==> config.mk <==
export PLATFORM = sky130hd
export DESIGN_NAME = muldiv_unit
export DESIGN_NICKNAME = d
export VERILOG_FILES = /design/src/rtl/muldiv_unit.sv
export SDC_FILE = /design/constraint.sdc
export NUM_CORES = 2
export LEC_CHECK = 0
export CORE_UTILIZATION = 55
export CTS_CLUSTER_SIZE = 24
export DETAILED_ROUTE_END_ITERATION = 16
export DONT_BUFFER_PORTS = 1
export HOLD_SLACK_MARGIN = 0.02
export PLACE_DENSITY = 0.7
export RECOVER_POWER = 25
export SYNTH_ARGS = -nofsm -noshare
export SYNTH_HDL_FRONTEND = slang
export SYNTH_SLANG_ARGS = --single-unit
==> constraint.sdc <==
create_clock -name clk -period 12.2 [get_ports clk]
set_input_delay 1.22 -clock clk [delete_from_list [all_inputs] [get_ports clk]]
set_output_delay 1.22 -clock clk [all_outputs]
set_load 0.01 [all_outputs]
==> src/rtl/muldiv_unit.sv <==
// RV32M multiply/divide unit: multiply with a fixed short latency, radix-2
// restoring divide with one quotient bit per cycle, one-cycle done pulse.
module muldiv_unit #(
    parameter int unsigned XLEN       = 32,
    parameter int unsigned MUL_CYCLES = 2
) (
    input  logic            clk,
    input  logic            reset,
    input  logic            req_v_i,
    input  logic [2:0]      funct3_i,
    input  logic [XLEN-1:0] rs1_data_i,
    input  logic [XLEN-1:0] rs2_data_i,
    input  logic [4:0]      rd_i,
    input  logic            flush_i,
    output logic            busy_o,
    output logic            done_o,
    output logic [4:0]      rd_o,
    output logic [XLEN-1:0] rd_data_o
);

    localparam int unsigned CNT_W    = $clog2(XLEN);
    localparam int unsigned MUL_LAST = (MUL_CYCLES > 1) ? MUL_CYCLES - 2 : 0;
    localparam logic [XLEN-1:0] INT_MIN = {1'b1, {(XLEN-1){1'b0}}};

    typedef enum logic [1:0] {
        IDLE,
        MUL,
        DIV,
        DONE
    } state_t;

    state_t state;
    state_t next_state;

    // Captured operation context
    logic [4:0]      rd_q;
    logic            rem_sel_q;
    logic [CNT_W-1:0] cnt;
    logic [XLEN-1:0] mul_q;
    logic [XLEN-1:0] div_q;
    logic [XLEN:0]   div_rem;
    logic [XLEN-1:0] div_den;
    logic            neg_q;
    logic            neg_r;

    // Decoded request operands
    logic              a_signed_c;
    logic              b_signed_c;
    logic [2*XLEN-1:0] a_ext_c;
    logic [2*XLEN-1:0] b_ext_c;
    logic [2*XLEN-1:0] prod_c;
    logic [XLEN-1:0]   mul_res_c;
    logic              div_signed_c;
    logic              a_neg_c;
    logic              b_neg_c;
    logic [XLEN-1:0]   a_mag_c;
    logic [XLEN-1:0]   b_mag_c;
    logic              div_zero_c;
    logic              div_ovf_c;
    logic [XLEN-1:0]   special_res_c;

    // Divider step
    logic [XLEN+1:0] shifted_c;
    logic            q_bit_c;
    logic [XLEN:0]   trial_c;
    logic [XLEN:0]   rem_next_c;
    logic [XLEN-1:0] q_next_c;
    logic [XLEN-1:0] quot_fin_c;
    logic [XLEN-1:0] rem_fin_c;
    logic [XLEN-1:0] div_res_c;

    // FSM decisions
    logic            accept_c;
    logic            load_c;
    logic [XLEN-1:0] result_d_c;
    logic [4:0]      rd_d_c;

    // Request decode: full product from sign-extended operands, divide magnitudes and special cases
    always_comb begin
        a_signed_c    = (funct3_i[1:0] != 2'b11);
        b_signed_c    = ~funct3_i[1];
        a_ext_c       = {{XLEN{a_signed_c & rs1_data_i[XLEN-1]}}, rs1_data_i};
        b_ext_c       = {{XLEN{b_signed_c & rs2_data_i[XLEN-1]}}, rs2_data_i};
        prod_c        = a_ext_c * b_ext_c;
        mul_res_c     = (funct3_i[1:0] == 2'b00) ? prod_c[XLEN-1:0] : prod_c[2*XLEN-1:XLEN];
        div_signed_c  = ~funct3_i[0];
        a_neg_c       = div_signed_c & rs1_data_i[XLEN-1];
        b_neg_c       = div_signed_c & rs2_data_i[XLEN-1];
        a_mag_c       = a_neg_c ? -rs1_data_i : rs1_data_i;
        b_mag_c       = b_neg_c ? -rs2_data_i : rs2_data_i;
        div_zero_c    = (rs2_data_i == '0);
        div_ovf_c     = div_signed_c & (rs1_data_i == INT_MIN) & (rs2_data_i == '1);
        special_res_c = '0;
        if (div_zero_c) begin
            special_res_c = funct3_i[1] ? rs1_data_i : '1;
        end else begin
            special_res_c = funct3_i[1] ? '0 : rs1_data_i;
        end
    end

    // One restoring-divide iteration plus final sign fix-up
    always_comb begin
        shifted_c  = {div_rem, div_q[XLEN-1]};
        q_bit_c    = (shifted_c >= {2'b00, div_den});
        trial_c    = shifted_c[XLEN:0] - {1'b0, div_den};
        rem_next_c = q_bit_c ? trial_c : shifted_c[XLEN:0];
        q_next_c   = {div_q[XLEN-2:0], q_bit_c};
        quot_fin_c = neg_q ? -q_next_c : q_next_c;
        rem_fin_c  = neg_r ? -rem_next_c[XLEN-1:0] : rem_next_c[XLEN-1:0];
        div_res_c  = rem_sel_q ? rem_fin_c : quot_fin_c;
    end

    // Next-state and result-load decisions
    always_comb begin
        next_state = state;
        accept_c   = 1'b0;
        load_c     = 1'b0;
        result_d_c = '0;
        rd_d_c     = rd_q;
        if (flush_i) begin
            next_state = IDLE;
        end else begin
            case (state)
                IDLE, DONE: begin
                    next_state = IDLE;
                    if (req_v_i) begin
                        accept_c = 1'b1;
                        if (!funct3_i[2]) begin
                            if (MUL_CYCLES == 1) begin
                                next_state = DONE;
                                load_c     = 1'b1;
                                result_d_c = mul_res_c;
                                rd_d_c     = rd_i;
                            end else begin
                                next_state = MUL;
                            end
                        end else if (div_zero_c || div_ovf_c) begin
                            next_state = DONE;
                            load_c     = 1'b1;
                            result_d_c = special_res_c;
                            rd_d_c     = rd_i;
                        end else begin
                            next_state = DIV;
                        end
                    end
                end
                MUL: begin
                    if (cnt == CNT_W'(MUL_LAST)) begin
                        next_state = DONE;
                        load_c     = 1'b1;
                        result_d_c = mul_q;
                    end
                end
                DIV: begin
                    if (cnt == CNT_W'(XLEN - 1)) begin
                        next_state = DONE;
                        load_c     = 1'b1;
                        result_d_c = div_res_c;
                    end
                end
                default: next_state = IDLE;
            endcase
        end
    end

    // State register
    always_ff @(posedge clk) begin
        if (reset) begin
            state <= IDLE;
        end else begin
            state <= next_state;
        end
    end

    // Registered outputs and operation datapath
    always_ff @(posedge clk) begin
        if (reset) begin
            busy_o    <= 1'b0;
            done_o    <= 1'b0;
            rd_o      <= '0;
            rd_data_o <= '0;
            rd_q      <= '0;
            rem_sel_q <= 1'b0;
            cnt       <= '0;
            mul_q     <= '0;
            div_q     <= '0;
            div_rem   <= '0;
            div_den   <= '0;
            neg_q     <= 1'b0;
            neg_r     <= 1'b0;
        end else begin
            busy_o <= (next_state == MUL) || (next_state == DIV);
            done_o <= (next_state == DONE);
            if (load_c) begin
                rd_o      <= rd_d_c;
                rd_data_o <= result_d_c;
            end
            if (accept_c) begin
                rd_q      <= rd_i;
                rem_sel_q <= funct3_i[1];
                cnt       <= '0;
                mul_q     <= mul_res_c;
                div_q     <= a_mag_c;
                div_rem   <= '0;
                div_den   <= b_mag_c;
                neg_q     <= a_neg_c ^ b_neg_c;
                neg_r     <= a_neg_c;
            end else if ((state == MUL) || (state == DIV)) begin
                cnt <= cnt + CNT_W'(1);
                if (state == DIV) begin
                    div_q   <= q_next_c;
                    div_rem <= rem_next_c;
                end
            end
        end
    end

endmodule

### Routing congestion

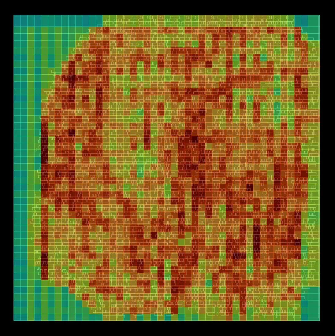
gr busiest metal: met2
met3 Track Usage GR: 6.95%
gr usage total: 35.5%
met2 Use GR: 55.2%

### The metal 4 layer

Scale: 1.5 px per micron. Supply wires on this layer in grey.
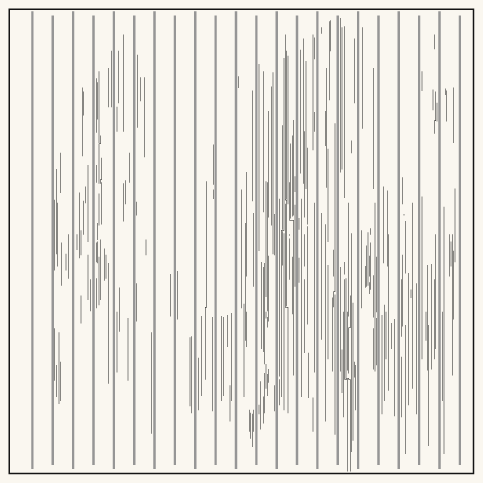
main direction: vertical
wire length on this layer: 11,100 microns
nets with wire on the layer: 130
longest straight run: 165 microns
share of all routed wire: 6.8%

### Logic cells by family

Scale: 2 px per micron.
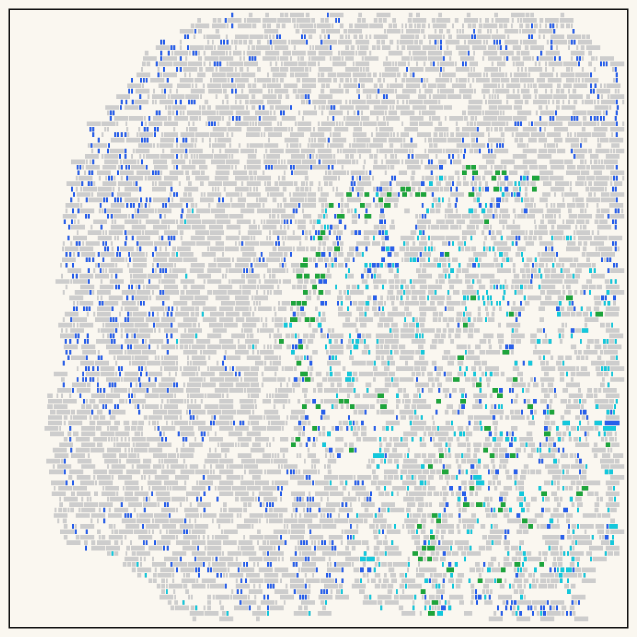
legend:
  nand cells:
    colour: blue
    cells: 963
    most_used: nand2_1
    where: all over the die
  non-inverting ao/oa cells:
    colour: green
    cells: 115
    most_used: a21o_1
  nor cells:
    colour: cyan
    cells: 418
    most_used: nor2_1

==> Changelog: implementation <==
## Implementation

- Xor/xnor share: 3.41%
- Fin. max-slew vios: ~130
- Core area: just over 90,000 sq um
- Num tapcells: 1,254
- CTS Root Cell: clkbuf_16
- Max cap viols: 3
- Slew of the pin with the lowest slew margin: ~3000 ps
- Largest net degree at the start of global routing: 131
- First-pass GRT wire length: about 250,000 microns
- Mapped Area: around 52,000 sq um
- Setup TNS: 0 ps
- Adders+Majority by Area: approximately 50%
- Residual DRC: 0
- I/O pins: around 120
- Largest area contributor in the netlist: fa_1
- Logic family by area: adder cells
- Crit path from: rs1_data_i[31]
- Top cell excl fill/tap: inv_1
- Wirelength per Cell: 23.7 microns
- Fin. Hold Viols: 0
- Clk slew on worst S/H paths: roughly 80 ps
- Flip-flops with a built-in enable: 0
- Status: finished with violations
- Top cell area share: a little over two fifths
- Slew Limit Headroom: -98.7%
- Failing checks: capacitance limit, slew limit
- PortBufs: 0
- Mean cell area of the mapped netlist: about 8.6 sq um
==> routing by layer <==
metal,global-route usage (%),vias to the layer above,wire length [microns]
li1,-,17700,-
met5,0,-,13
met3,6.95,512,16600
met4,19.5,2,11100
met2,55.2,2183,73200
met1,46.8,21000,63500
==> worst paths after layout <==
kind	depth (start not counted)	end	slack, ps
worst max register to register	22	rd_data_o[16]	4740
worst min register to register	2	rd_q[2]	460
worst max-delay path	29	mul_q[27]	2730
worst min-delay path	2	rd_q[2]	460
==> per-stage QoR <==
step | hold WS (ps) | cell area [sq um] | utilization (%)
floorplan | 432 | 51700 | -
detailed placement | 441 | 51900 | 55.7
global placement | 436 | 51900 | 55.7
CTS | 451 | 52500 | 56.3
global route | 484 | 52500 | 56.3
finish | 458 | 52500 | 56.3
==> Yosys cell counts (all sizes together), types with 11 or more instances <==
master      n
nand4      28
xnor2     126
ha        256
xor2       75
or4        16
a2111oi    12
and2      370
a31oi      17
nor2      305
o21ai     134
a211oi    125
mux2i      63
nor4       16
or2        16
o41ai      13
and3       18
maj3       24
a22oi      12
nand2b     29
o211ai     15
nor3       66
a21o       50
clkbuf    286
a21oi     190
dfxtp     183
or3        24
o31ai      27
a211o      11
inv      1160
o22ai      12
nand2     861
fa       1126
o21a       19
a311oi     15
a221oi     14
buf       116
nand3      41
nor2b      22
o21bai     11
==> flip-flops by register name (all words and copies together) (netlist names), 2 cells and up <==
| name | flops |
|---|---|
| div_rem | 33 |
| mul_q | 32 |
| rd_q | 5 |
| div_den | 32 |
| state | 2 |
| rd_o | 5 |
| div_q | 32 |
| rd_data_o | 32 |
| cnt | 5 |
